===== src/rtl/afifo_pkg.sv =====
// Shared types and sizing helpers for the async FIFO read/write schedulers.
package afifo_pkg;

  typedef enum logic [1:0] {
    ARB_IDLE  = 2'd0,
    ARB_XFER  = 2'd1,
    ARB_DRAIN = 2'd2
  } afifo_arb_state_e;

  // Empty-stall limit used when the burst timeout is compiled in.
  localparam int unsigned AFIFO_TIMEOUT_CYCLES = 64;

  // Index width for n items; never returns 0 so single-item configs stay legal.
  function automatic int unsigned afifo_idx_w(input int unsigned n);
    return (n > 1) ? $clog2(n) : 1;
  endfunction

endpackage


===== src/rtl/afifo_rr_picker.sv =====
// Rotating-priority picker: selects the first asserted request at or above
// ptr_i (wrapping) and returns it one-hot plus its index. Purely combinational.
module afifo_rr_picker
  import afifo_pkg::*;
#(
  parameter int unsigned N     = 4,
  parameter int unsigned IDX_W = afifo_idx_w(N)
) (
  input  logic [N-1:0]     req_i,
  input  logic [IDX_W-1:0] ptr_i,
  output logic [N-1:0]     gnt_o,
  output logic [IDX_W-1:0] idx_o,
  output logic             valid_o
);

  // Walk the requests starting at the pointer and keep the first hit.
  always_comb begin
    int unsigned j;
    logic [IDX_W-1:0] jj;
    // NOTE: every output gets a default before any branch, so no path leaves a value unassigned and no latch is inferred.
    gnt_o   = '0;
    idx_o   = '0;
    valid_o = 1'b0;
    j       = 0;
    jj      = '0;
    for (int unsigned k = 0; k < N; k++) begin
      j  = (32'(ptr_i) + k) % N;
      jj = IDX_W'(j);
      if (!valid_o && req_i[jj]) begin
        valid_o   = 1'b1;
        gnt_o[jj] = 1'b1;
        idx_o     = jj;
      end
    end
  end

endmodule


===== src/rtl/afifo_rd_arbiter.sv =====
// Read-side scheduler for the async FIFO: round-robin burst grants over one
// FIFO read port, pops sequenced against rempty, and a registered output word
// tagged with requester id and last-beat flag under valid/ready.
// Optional macro AFIFO_RD_ARB_TIMEOUT_EN adds an empty-stall burst abort.
module afifo_rd_arbiter
  import afifo_pkg::*;
#(
  parameter int unsigned DATA_WIDTH     = 32,
  parameter int unsigned NUM_REQ        = 4,
  parameter int unsigned MAX_BURST      = 8,
  parameter int unsigned TIMEOUT_CYCLES = AFIFO_TIMEOUT_CYCLES,
  localparam int unsigned ID_W          = afifo_idx_w(NUM_REQ),
  localparam int unsigned LEN_W         = afifo_idx_w(MAX_BURST)
) (
  input  logic                     rclk,
  input  logic                     rrst_n,
  input  logic [NUM_REQ-1:0]       req,
  input  logic [NUM_REQ*LEN_W-1:0] req_len,
  output logic [NUM_REQ-1:0]       gnt,
  output logic                     rd_valid,
  input  logic                     rd_ready,
  output logic [DATA_WIDTH-1:0]    rd_data,
  output logic [ID_W-1:0]          rd_id,
  output logic                     rd_last,
  output logic                     busy,
  output logic                     timeout_err,
  output logic                     rinc,
  input  logic                     rempty,
  input  logic [DATA_WIDTH-1:0]    rdata
);

  // Reject illegal configurations at elaboration.
  if (NUM_REQ < 2 || NUM_REQ > 8 || MAX_BURST < 2 ||
      (MAX_BURST & (MAX_BURST - 1)) != 0 || TIMEOUT_CYCLES < 1) begin : g_cfg_check
    $error("afifo_rd_arbiter: illegal parameter set");
  end

  afifo_arb_state_e        state_q, state_d;
  logic [NUM_REQ-1:0]      gnt_q, gnt_d;
  logic [ID_W-1:0]         rr_ptr_q, rr_ptr_d;
  logic [ID_W-1:0]         rd_id_q, rd_id_d;
  logic [LEN_W-1:0]        cnt_q, cnt_d;
  logic                    rd_valid_q, rd_valid_d;
  logic                    rd_last_q, rd_last_d;
  logic [DATA_WIDTH-1:0]   rd_data_q, rd_data_d;
  logic [NUM_REQ-1:0]      pick_gnt;
  logic [ID_W-1:0]         pick_idx;
  logic                    pick_valid;
  logic [LEN_W-1:0]        pick_len;
  logic                    pop;
`ifdef AFIFO_RD_ARB_TIMEOUT_EN
  localparam int unsigned STALL_W = afifo_idx_w(TIMEOUT_CYCLES + 1);
  logic [STALL_W-1:0]      stall_q, stall_d;
  logic                    timeout_err_q, timeout_err_d;
`endif

  afifo_rr_picker #(.N(NUM_REQ), .IDX_W(ID_W)) u_picker (
    .req_i   (req),
    .ptr_i   (rr_ptr_q),
    .gnt_o   (pick_gnt),
    .idx_o   (pick_idx),
    .valid_o (pick_valid)
  );

  // Extract the burst length of the picked requester.
  always_comb begin
    pick_len = '0;
    for (int i = 0; i < NUM_REQ; i++) begin
      if (pick_idx == ID_W'(i)) pick_len = req_len[i*LEN_W +: LEN_W];
    end
  end

  // Pop only in XFER with data available and room in the output register;
  // held low while reset is asserted.
  assign pop = rrst_n && (state_q == ARB_XFER) && !rempty && (!rd_valid_q || rd_ready);

  // Next-state and datapath update for the IDLE/XFER/DRAIN sequence.
  always_comb begin
    state_d    = state_q;
    gnt_d      = gnt_q;
    rr_ptr_d   = rr_ptr_q;
    rd_id_d    = rd_id_q;
    cnt_d      = cnt_q;
    rd_valid_d = rd_valid_q;
    rd_last_d  = rd_last_q;
    rd_data_d  = rd_data_q;
`ifdef AFIFO_RD_ARB_TIMEOUT_EN
    stall_d       = stall_q;
    timeout_err_d = 1'b0;
`endif
    unique case (state_q)
      ARB_IDLE: begin
        if (pick_valid) begin
          gnt_d    = pick_gnt;
          rd_id_d  = pick_idx;
          cnt_d    = pick_len;
          rr_ptr_d = (pick_idx == ID_W'(NUM_REQ - 1)) ? '0 : pick_idx + ID_W'(1);
          state_d  = ARB_XFER;
`ifdef AFIFO_RD_ARB_TIMEOUT_EN
          stall_d  = '0;
`endif
        end
      end
      ARB_XFER: begin
        if (pop) begin
          rd_data_d  = rdata;
          rd_valid_d = 1'b1;
          rd_last_d  = (cnt_q == '0);
          if (cnt_q == '0) state_d = ARB_DRAIN;
          else             cnt_d   = cnt_q - LEN_W'(1);
`ifdef AFIFO_RD_ARB_TIMEOUT_EN
          stall_d = '0;
`endif
        end else begin
          if (rd_valid_q && rd_ready) rd_valid_d = 1'b0;
`ifdef AFIFO_RD_ARB_TIMEOUT_EN
          // Abort a burst that has waited on an empty FIFO for too long; a
          // word still waiting in the output register closes the burst.
          if (rempty) begin
            if (stall_q == STALL_W'(TIMEOUT_CYCLES - 1)) begin
              timeout_err_d = 1'b1;
              gnt_d         = '0;
              stall_d       = '0;
              if (rd_valid_q && !rd_ready) begin
                rd_last_d = 1'b1;
                state_d   = ARB_DRAIN;
              end else begin
                state_d   = ARB_IDLE;
              end
            end else begin
              stall_d = stall_q + STALL_W'(1);
            end
          end
`endif
        end
      end
      ARB_DRAIN: begin
        if (rd_valid_q && rd_ready) begin
          rd_valid_d = 1'b0;
          rd_last_d  = 1'b0;
          gnt_d      = '0;
          state_d    = ARB_IDLE;
        end
      end
      default: state_d = ARB_IDLE;
    endcase
  end

  // State and output registers with synchronous active-low reset.
  always_ff @(posedge rclk) begin
    if (!rrst_n) begin
      // NOTE: rd_data is a plain datapath register but its reset value is visible on the port, so it is reset with the control state.
      state_q    <= ARB_IDLE;
      gnt_q      <= '0;
      rr_ptr_q   <= '0;
      rd_id_q    <= '0;
      cnt_q      <= '0;
      rd_valid_q <= 1'b0;
      rd_last_q  <= 1'b0;
      rd_data_q  <= '0;
`ifdef AFIFO_RD_ARB_TIMEOUT_EN
      stall_q       <= '0;
      timeout_err_q <= 1'b0;
`endif
    end else begin
      // NOTE: non-blocking assignments make every register sample the pre-edge values, independent of statement order.
      state_q    <= state_d;
      gnt_q      <= gnt_d;
      rr_ptr_q   <= rr_ptr_d;
      rd_id_q    <= rd_id_d;
      cnt_q      <= cnt_d;
      rd_valid_q <= rd_valid_d;
      rd_last_q  <= rd_last_d;
      rd_data_q  <= rd_data_d;
`ifdef AFIFO_RD_ARB_TIMEOUT_EN
      stall_q       <= stall_d;
      timeout_err_q <= timeout_err_d;
`endif
    end
  end

  assign rinc     = pop;
  assign gnt      = gnt_q;
  assign rd_valid = rd_valid_q;
  assign rd_data  = rd_data_q;
  assign rd_id    = rd_id_q;
  assign rd_last  = rd_last_q;
  assign busy     = (state_q != ARB_IDLE);
`ifdef AFIFO_RD_ARB_TIMEOUT_EN
  assign timeout_err = timeout_err_q;
`else
  assign timeout_err = 1'b0;
`endif

  // The FIFO must never be popped while it reports empty.
  a_no_pop_when_empty: assert property (@(posedge rclk) disable iff (!rrst_n) !(rinc && rempty));

endmodule


===== config.mk =====
export PLATFORM = sky130hd
export DESIGN_NAME = afifo_rd_arbiter
export DESIGN_NICKNAME = d
export VERILOG_FILES = /design/src/rtl/afifo_pkg.sv /design/src/rtl/afifo_rr_picker.sv /design/src/rtl/afifo_rd_arbiter.sv
export SDC_FILE = /design/constraint.sdc
export NUM_CORES = 1
export LEC_CHECK = 0
export ABC_AREA = 1
export ABC_CLOCK_PERIOD_IN_PS = 2600
export CAP_MARGIN = 20
export CORE_ASPECT_RATIO = 1.5
export CORE_MARGIN = 2
export CORE_UTILIZATION = 40
export CTS_CLUSTER_SIZE = 24
export DETAILED_ROUTE_END_ITERATION = 12
export HOLD_SLACK_MARGIN = 0.15
export PLACE_DENSITY = 0.79
export SLEW_MARGIN = 5
export SYNTH_ARGS = -nofsm -noshare
export SYNTH_HDL_FRONTEND = slang
export SYNTH_HIERARCHICAL = 1
export SYNTH_SLANG_ARGS = --single-unit

===== constraint.sdc =====
create_clock -name rclk -period 2.6 [get_ports rclk]
set_input_delay 0.26 -clock rclk [delete_from_list [all_inputs] [get_ports rclk]]
set_output_delay 0.26 -clock rclk [all_outputs]
set_load 0.02 [all_outputs]

==> images/flops_by_reg.png <==
Scale: 3 px per um.
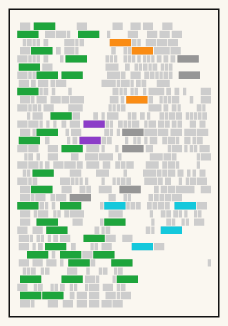
Key: gnt = cyan [flops 4]; state_q = purple [flops 2]; cnt_q = orange [flops 3]; rd_data = green [flops 32]
FF/Latch Area: 941 um^2
post-layout util: 59.4%
Sequential Power: 954 uW
fraction of area in registers: 25.7%

==> images/detail.png <==
Region (22, 18) to (47, 43) um. Cells in grey, sequential cells in the stronger grey; small squares are vias.
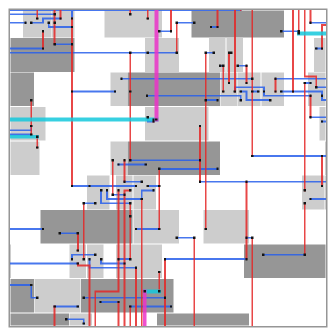
Key: metal 2 = red; metal 3 = cyan; metal 4 = magenta; metal 1 = blue
Most frequent: dfxtp_1 (7), nand2_1 (5), clkdlybuf4s50_1 (5). 33 logic cells have their middle in the window. Sequential cells in the window: 7. Netlist names of flops here include rd_data (3), gnt (2).

==> images/io_placement.png <==
Scale: 4 px per um. Pins as bars across the die edge, other pins in grey.
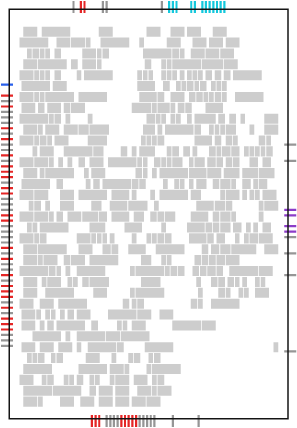
Key: rclk = blue [pins 1, direction input, edge left]; req_len = cyan [pins 12, direction input, edge top]; req = purple [pins 4, direction input, edge right]; rdata = red [pins 32, direction input, edge 22 left, 8 bottom, 2 top]
All pins by edge: 48 left, 19 bottom, 18 top, 10 right.
die extent in x: 69.3 um
Die Y: 102 um
PortBufs: 93

==> images/logic_types.png <==
Scale: 3 px per um.
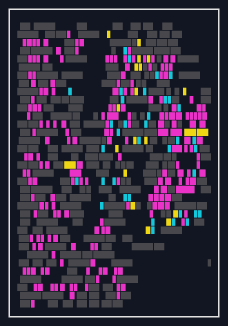
Key: inv cells = cyan [cells 36, most used inv_1]; nand cells = magenta [cells 190, most used nand2_1, where widely spread]; nor cells = yellow [cells 20, most used nor2_1]
Top cell excl fill/tap: nand2_1
Comb area share: 38.2%
final std cells w/o fill: 534

==> images/congestion.png <==
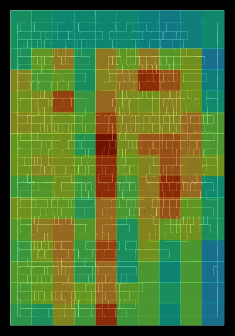
drt wl/cell: 12.0 um
gr usage total: 18.1%
routing usage on met2: 34.7%

==> CHANGELOG.md <==
### Implementation results

- Non-clock buffers: just over 100
- Post-route setup TNS: 0 ps
- Signal buf overhead: 27.2%
- Routed via count: ~2.6k
- Synth Instances: around 360
- Overall power: 3670 uW
- P_comb: approximately 2200 uW
- Pin count of the biggest net entering global routing: ~40
- Antenna diode count: 0
- Clock Skew: roughly 9 ps
- Area delta synth->final: 43.3%
- FP Util: 41.5%
- Design area: around 3700 um^2
- Synth warnings: 6
- Highest Clock Rate: ~430 MHz
- Simple Share, Synth: a little under two fifths
- Crit-path slowest cell: dfxtp_1
- DRC: 0
- Post-detail-place hpwl: between 4000 and 5000 um
- Post-synthesis compound-gate area fraction: 8.26%
- Slew margin rel.: 62.7%
- Synthesized area per cell: 7.03 um^2
- Net Sw Frac: 45.9%
- Area after DPL: 3550 um^2
- Pwr dens: 1000 nW/um^2
- Antenna violations before repair: 0
- Status: finished clean
- Adder share: 7.82%
- Largest class: multi-input combinational cells
- Flop count: around 47
- Reg2reg path depth: 17
- Share of cells above drive strength 1: a little under a tenth
- Slew Limit Fails: 0
- Clock network area share: roughly 2.7%
- Clock Pin Slew Worst Setup and Hold Paths: ~90 ps
- # setup viols final: 0
- Fin Hold WS: 468 ps
- Final Hold Violation Tally: 0
- Tmin final: around 2300 ps
- GR Layer Usage met3: roughly 6%
- Non-clk invs: 36
- Number of vias per cell: between 4 and 5
- Critical-path cell list: inv_2 > ha_1 > inv_2 > nand3_1 > nand2_1 > nor2_4 > a21oi_1 > nand3_2 > inv_2 > ha_2 > inv_1 > nor2_1 > nor2_1 > nand2_1 > nand2_1 > a21oi_1 > nor2_1
- PnR worst setup slack: about 270 ps
- Worst Setup EP: cnt_q[1]
- Hold path startpoint: rd_data[31]
- R2R Setup Slk: 270 ps
- Crit share post-route: between 80% and 90%
- Critical path type: flop to flop
- Io pins: between 90 and 100
- Largest cells by area: dfxtp_1, nand2_1, nand3_1
- DP Cell Count: ~530
- # Taps: between 70 and 80
- Tool warning count: 38
- Met1 usage: between 10% and 20%
- Gr ovfl total: 0
- Core Footprint: roughly 6000 um^2
- Via count of the first global-routing pass: approximately 2.5k
- Logic Gate Count: approximately 270
- Slew @ Worst Pin: approximately 560 ps
- Fillers: 562
- Synth unique cells: 26
- Top Consumer: combinational logic
- Busiest grt layer: met2
- Critical Path End Type: flop
- Critical Path RT: between 2000 and 3000 ps
- Num CTS Buffers: 5
- Largest stage delay, worst path: roughly 360 ps
- Num rows: 35
[tightest hold or removal path: cells and delay by family (launching register included)]
| kind | cells | cell delay, ps |
|---|---|---|
| and+or+nand+nor | 2 | 110 |
| DFF | 1 | 320 |
[cell usage after synthesis (all sizes together)]
| master | count |
|---|---|
| nand2 | 126 |
| nand3 | 57 |
| dfxtp | 47 |
| inv | 36 |
| a21oi | 25 |
| ha | 16 |
| nor2 | 16 |
| buf | 14 |
| nand4 | 7 |
| o21ai | 7 |
| a21boi | 4 |
| nor3 | 4 |
| a211oi | 1 |
| a31oi | 1 |
| conb | 1 |
| o211ai | 1 |
| xor2 | 1 |
[registers in the layout, summed over array words and instances (netlist names)]
register  cells
rd_data      32
gnt           4
cnt_q         3
rd_id         2
rr_ptr_q      2
state_q       2
rd_last       1
rd_valid      1
Power figures rest on the tool's default switching activity, not on a simulated workload.
